[src/rtl/washing_machine_pkg.sv]
// Shared types for the washing machine controller: program state encoding.
package washing_machine_pkg;

  typedef enum logic [2:0] {
    CHECK_DOOR    = 3'd0,
    FILL_WATER    = 3'd1,
    ADD_DETERGENT = 3'd2,
    CYCLE         = 3'd3,
    DRAIN_WATER   = 3'd4,
    SPIN          = 3'd5
  } state_e;

endpackage : washing_machine_pkg

[src/rtl/washing_machine_if.sv]
// Sensor/timer events into the controller and actuator/status outputs back out.
interface washing_machine_if;

  logic door_close;
  logic start;
  logic filled;
  logic detergent_added;
  logic cycle_timeout;
  logic drained;
  logic spin_timeout;

  logic door_lock;
  logic motor_on;
  logic fill_value_on;
  logic drain_value_on;
  logic done;
  logic soap_wash;
  logic water_wash;

  modport master (
    input  door_close, start, filled, detergent_added,
           cycle_timeout, drained, spin_timeout,
    output door_lock, motor_on, fill_value_on, drain_value_on,
           done, soap_wash, water_wash
  );

  modport slave (
    output door_close, start, filled, detergent_added,
           cycle_timeout, drained, spin_timeout,
    input  door_lock, motor_on, fill_value_on, drain_value_on,
           done, soap_wash, water_wash
  );

endinterface : washing_machine_if

[src/rtl/washing_machine.sv]
// Wash program sequencer: soap pass then rinse pass, ending with a spin.
// The soap_wash/water_wash flags select which pass the shared states belong to.
module washing_machine
  import washing_machine_pkg::*;
(
  input  logic             clk,
  input  logic             reset,
  washing_machine_if.master wm
);

  state_e state_q, state_d;
  logic   soap_wash_q, soap_wash_d;
  logic   water_wash_q, water_wash_d;

  always_ff @(posedge clk or negedge reset) begin
    if (!reset) begin
      state_q      <= CHECK_DOOR;
      soap_wash_q  <= 1'b0;
      water_wash_q <= 1'b0;
    end else begin
      state_q      <= state_d;
      soap_wash_q  <= soap_wash_d;
      water_wash_q <= water_wash_d;
    end
  end

  always_comb begin
    state_d      = state_q;
    soap_wash_d  = soap_wash_q;
    water_wash_d = water_wash_q;
    unique case (state_q)
      CHECK_DOOR:
        if (wm.start && wm.door_close) state_d = FILL_WATER;
      FILL_WATER:
        if (wm.filled) state_d = soap_wash_q ? CYCLE : ADD_DETERGENT;
      ADD_DETERGENT:
        if (wm.detergent_added) begin
          state_d     = CYCLE;
          soap_wash_d = 1'b1;
        end
      CYCLE:
        if (wm.cycle_timeout) state_d = DRAIN_WATER;
      DRAIN_WATER:
        if (wm.drained) begin
          if (water_wash_q) begin
            state_d = SPIN;
          end else begin
            state_d      = FILL_WATER;
            water_wash_d = 1'b1;
          end
        end
      SPIN:
        if (wm.spin_timeout) begin
          state_d      = CHECK_DOOR;
          soap_wash_d  = 1'b0;
          water_wash_d = 1'b0;
        end
      default: state_d = CHECK_DOOR;
    endcase
  end

  always_comb begin
    wm.door_lock      = 1'b0;
    wm.motor_on       = 1'b0;
    wm.fill_value_on  = 1'b0;
    wm.drain_value_on = 1'b0;
    unique case (state_q)
      FILL_WATER: begin
        wm.door_lock     = 1'b1;
        wm.fill_value_on = 1'b1;
      end
      ADD_DETERGENT: wm.door_lock = 1'b1;
      CYCLE: begin
        wm.door_lock = 1'b1;
        wm.motor_on  = 1'b1;
      end
      DRAIN_WATER: begin
        wm.door_lock      = 1'b1;
        wm.drain_value_on = 1'b1;
      end
      SPIN: begin
        wm.door_lock      = 1'b1;
        wm.motor_on       = 1'b1;
        wm.drain_value_on = 1'b1;
      end
      default: ;
    endcase
    wm.done       = (state_q == SPIN) && wm.spin_timeout;
    wm.soap_wash  = soap_wash_q;
    wm.water_wash = water_wash_q;
  end

endmodule : washing_machine

[src/flat_wrapper.sv]
// flat-port wrapper written by rule: the top's interface ports become plain ports
module washing_machine_flat import washing_machine_pkg::*;
  (clk, reset, wm_door_close, wm_start, wm_filled, wm_detergent_added, wm_cycle_timeout, wm_drained, wm_spin_timeout, wm_door_lock, wm_motor_on, wm_fill_value_on, wm_drain_value_on, wm_done, wm_soap_wash, wm_water_wash);
  washing_machine_if wm_i ();
  input  logic clk;
  input  logic reset;
  input wire logic [$bits(wm_i.door_close)-1:0] wm_door_close;
  input wire logic [$bits(wm_i.start)-1:0] wm_start;
  input wire logic [$bits(wm_i.filled)-1:0] wm_filled;
  input wire logic [$bits(wm_i.detergent_added)-1:0] wm_detergent_added;
  input wire logic [$bits(wm_i.cycle_timeout)-1:0] wm_cycle_timeout;
  input wire logic [$bits(wm_i.drained)-1:0] wm_drained;
  input wire logic [$bits(wm_i.spin_timeout)-1:0] wm_spin_timeout;
  output wire logic [$bits(wm_i.door_lock)-1:0] wm_door_lock;
  output wire logic [$bits(wm_i.motor_on)-1:0] wm_motor_on;
  output wire logic [$bits(wm_i.fill_value_on)-1:0] wm_fill_value_on;
  output wire logic [$bits(wm_i.drain_value_on)-1:0] wm_drain_value_on;
  output wire logic [$bits(wm_i.done)-1:0] wm_done;
  output wire logic [$bits(wm_i.soap_wash)-1:0] wm_soap_wash;
  output wire logic [$bits(wm_i.water_wash)-1:0] wm_water_wash;
  assign wm_i.door_close = wm_door_close;
  assign wm_i.start = wm_start;
  assign wm_i.filled = wm_filled;
  assign wm_i.detergent_added = wm_detergent_added;
  assign wm_i.cycle_timeout = wm_cycle_timeout;
  assign wm_i.drained = wm_drained;
  assign wm_i.spin_timeout = wm_spin_timeout;
  assign wm_door_lock = wm_i.door_lock;
  assign wm_motor_on = wm_i.motor_on;
  assign wm_fill_value_on = wm_i.fill_value_on;
  assign wm_drain_value_on = wm_i.drain_value_on;
  assign wm_done = wm_i.done;
  assign wm_soap_wash = wm_i.soap_wash;
  assign wm_water_wash = wm_i.water_wash;
  washing_machine u_core (.clk(clk), .reset(reset), .wm(wm_i));
endmodule
[config.mk]
export PLATFORM = sky130hd
export DESIGN_NAME = washing_machine_flat
export DESIGN_NICKNAME = d
export VERILOG_FILES = /design/src/rtl/washing_machine_pkg.sv /design/src/rtl/washing_machine_if.sv /design/src/rtl/washing_machine.sv /design/src/flat_wrapper.sv
export SDC_FILE = /design/constraint.sdc
export NUM_CORES = 1
export LEC_CHECK = 0
export CORE_AREA = 2 2 39 41
export CTS_CLUSTER_DIAMETER = 100
export CTS_CLUSTER_SIZE = 30
export DETAILED_ROUTE_END_ITERATION = 6
export DIE_AREA = 0 0 41 43
export PLACE_DENSITY_LB_ADDON = 0.1
export SYNTH_ARGS = -nofsm -noshare
export SYNTH_HDL_FRONTEND = slang
export SYNTH_SLANG_ARGS = --single-unit
[constraint.sdc]
create_clock -name clk -period 1.6 [get_ports clk]
set_input_delay 0.24 -clock clk [delete_from_list [all_inputs] [get_ports clk]]
set_output_delay 0.24 -clock clk [all_outputs]
set_load 0.02 [all_outputs]
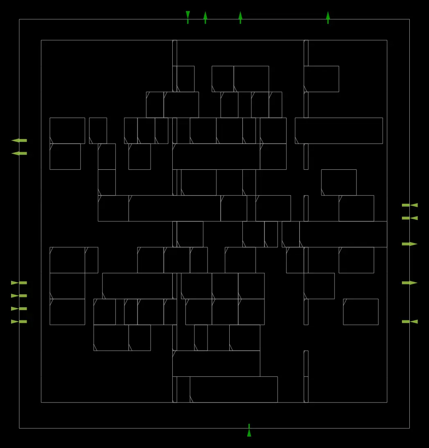
*Cell placement*
# rows: 14
final core occ: 44.3%
sequential cell area share: 20.4%

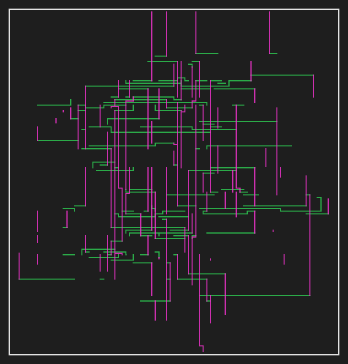
*Signal wires by layer*
Scale: 8 px per micron. Only two layers are drawn.
M2 -> magenta  # wire length 428 microns
M1 -> green  # wire length 400 microns

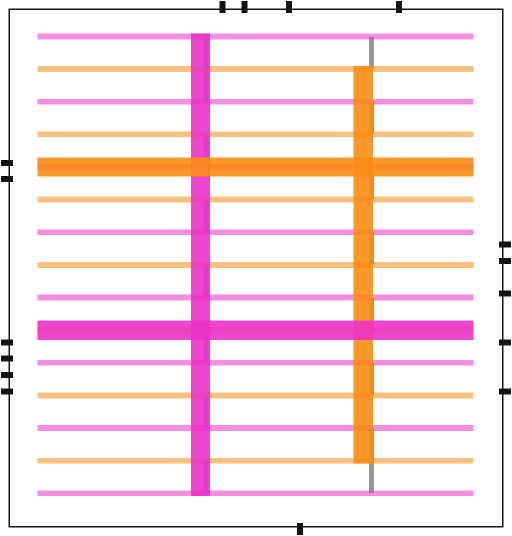
*PDN straps and rails*
Scale: 12 px per micron. Pins as bars on the die edge. Tap cells in gray.
VSS -> magenta
VDD -> orange
rows = 14
met1 rails = 15
tap cells = 16
met4 straps = 2
Max VDD drop: 0.695 mV
Die Ht: 43 microns
Die X: 41 microns
Core Region: 0.00138 sq mm

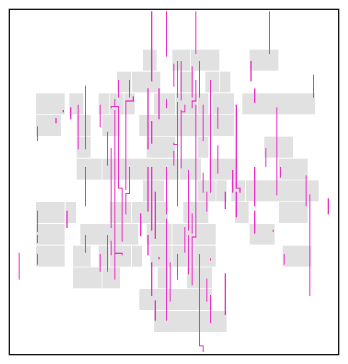
*Metal 2*
Scale: 8 px per micron.
wire length on this layer = 428 microns
longest straight run = 21.1 microns
nets with wire on the layer = 64
main direction = vertical
share of all routed wire = 47%
GR met2 Demand/Resource: 18.1%
Vias: 401
routed wire length: 903 microns

==> deck_impl_summary.md <==
Synthesis and Place & Route Summary

Global routing
  – Met1 usage: a little under a fifth
  – Total global-route track usage: a little over an eighth
  – Busiest grt layer: met1
  – Overflow left after global routing: 0
  – First-pass GRT wire length: between 1500 and 2000 microns
  – Initial antenna violation count: 0
  – GRT met3 Usage: approximately 1.6%
  – Vias in the first global route: roughly 380

Pwr
  – Part of the power in registers: 20.3%
  – Int Pwr: ~670 uW
  – Sequential power: ~240 uW
  – Clk pwr: roughly 150 uW
  – Clock power frac: about an eighth
  – Sw Ratio: between 40% and 50%
  – Switch Pwr: roughly 510 uW
  – Comb group: ~800 uW
  – Pwr top: combinational cells
  – Comb power frac: about 68%

Clock tree
  – Clk slew on worst S/H paths: around 0.04 ns
  – Clk root buf: clkbuf_4
  – Hold_buf cts: 0
  – Maximum clock insertion buffer count: 2
  – Post_cts resized: 7
  – Post-CTS Setup Inserts: 0
  – CTS H-tree depth: 1

Timing
  – Slew Limit Fails: 0
  – Final Critical Period: between 1.5 and 2 ns
  – Sum Neg Setup Slack: 0 ns
  – Final hold vios: 0
  – Setup violations, final: 0
  – Post-route worst setup slack: roughly 0.085 ns
  – Slew margin rel.: 83.9%
  – Tcrit/Tclk final: 94.7%
  – RSZ-0062 raised after global routing: no
  – Tightest Pin Transition: approximately 0.24 ns
  – Skew final: 0.00404 ns

Yosys
  – Yosys chip area: about 390 sq um
  – Syn Area/Cell: roughly 9 sq um
  – Post-synthesis cell area: between 300 and 400 sq um
  – Syn. warnings: 0
  – Post-Syn Instances: between 40 and 50
  – Syn Nets: about 53
  – Synth area leader: dfrtp_1
  – Seq/Total Area, Yosys: around a third

Placed design
  – Cell count after placement: between 70 and 80
  – GPL Wtd Cong: ~0.72
  – Port bufs: 15
  – Placed Area: around 590 sq um
  – Dpl hpwl: between 700 and 800 microns

Layout
  – Fin cells: 83
  – Max reg flops: 3
  – Sequential Area: approximately 130 sq um
  – Synth-to-Final Area Change: 58.1%
  – Share of cells above drive strength 1: a little under a third
  – # fillers: roughly 150
  – Logic area: 235 sq um
  – Final non-filler cell area: between 600 and 700 sq um

Floorplan
  – Die ar.: between 0.0015 and 0.002 sq mm
  – I/O pin cnt: 16
  – FP Core Util: between 20% and 30%

Critical path
  – Startpoint types: flop
  – Buffers & Inverters on Critical Path: 2
  – Slowest cell on crit path: dfrtp_1
  – Critical Path End: wm_door_lock
  – CP endpoint kind: output port
  – CP Data Arrival Time: 1.27 ns
  – Register-to-Register Path Depth: 6
  – CP max stage delay: 0.38 ns
  – Worst setup startpoint: u_core.state_q[1]
  – CP Depth: 4

Detailed routing
  – Met3 wire length: roughly 59 microns
  – M1 WL: roughly 400 microns
  – Routed met2 length: about 430 microns
  – DR DRC count: 0
  – Vias per Instance: 4.83
  – First-pass iteration count of the detailed router: 2
  – WL per Instance: ~11 microns
  – Initial DRC count: 4

Job
  – Tool Warnings: 26
  – Max_cap viols: 0

Outcome
  – Status: completed

Worst hold path
  – Worst hold-check path type: primary input to asynchronous set/reset pin
==> cell type report <==
cell class | instances | share of cell area (%)
Tap cell | 16 | 3.27
Sequential cell | 5 | 20.4
Clock buffer | 4 | 4.29
Timing Repair Buffer | 23 | 33.1
Multi-Input combinational cell | 34 | 38.4
Inverter | 1 | 0.612
==> kinds of logic after synthesis <==
logic type             share of synthesized area, %
buffers and inverters                          7.74
and+or+nand+nor                                27.4
DFF                                            32.3
muxes                                          5.16
AOI/OAI and AO/OA                              27.4
==> Yosys cell counts (all sizes together) <==
master,instances
nor3,2
a21oi,5
nand3b,1
nor2,3
o311ai,1
mux2i,2
dfrtp,5
a32oi,1
a22oi,1
buf,4
inv,1
o21a,1
nor2b,4
nand2,8
o21ai,4
o31ai,1
Power figures rest on the tool's default switching activity, not on a simulated workload.
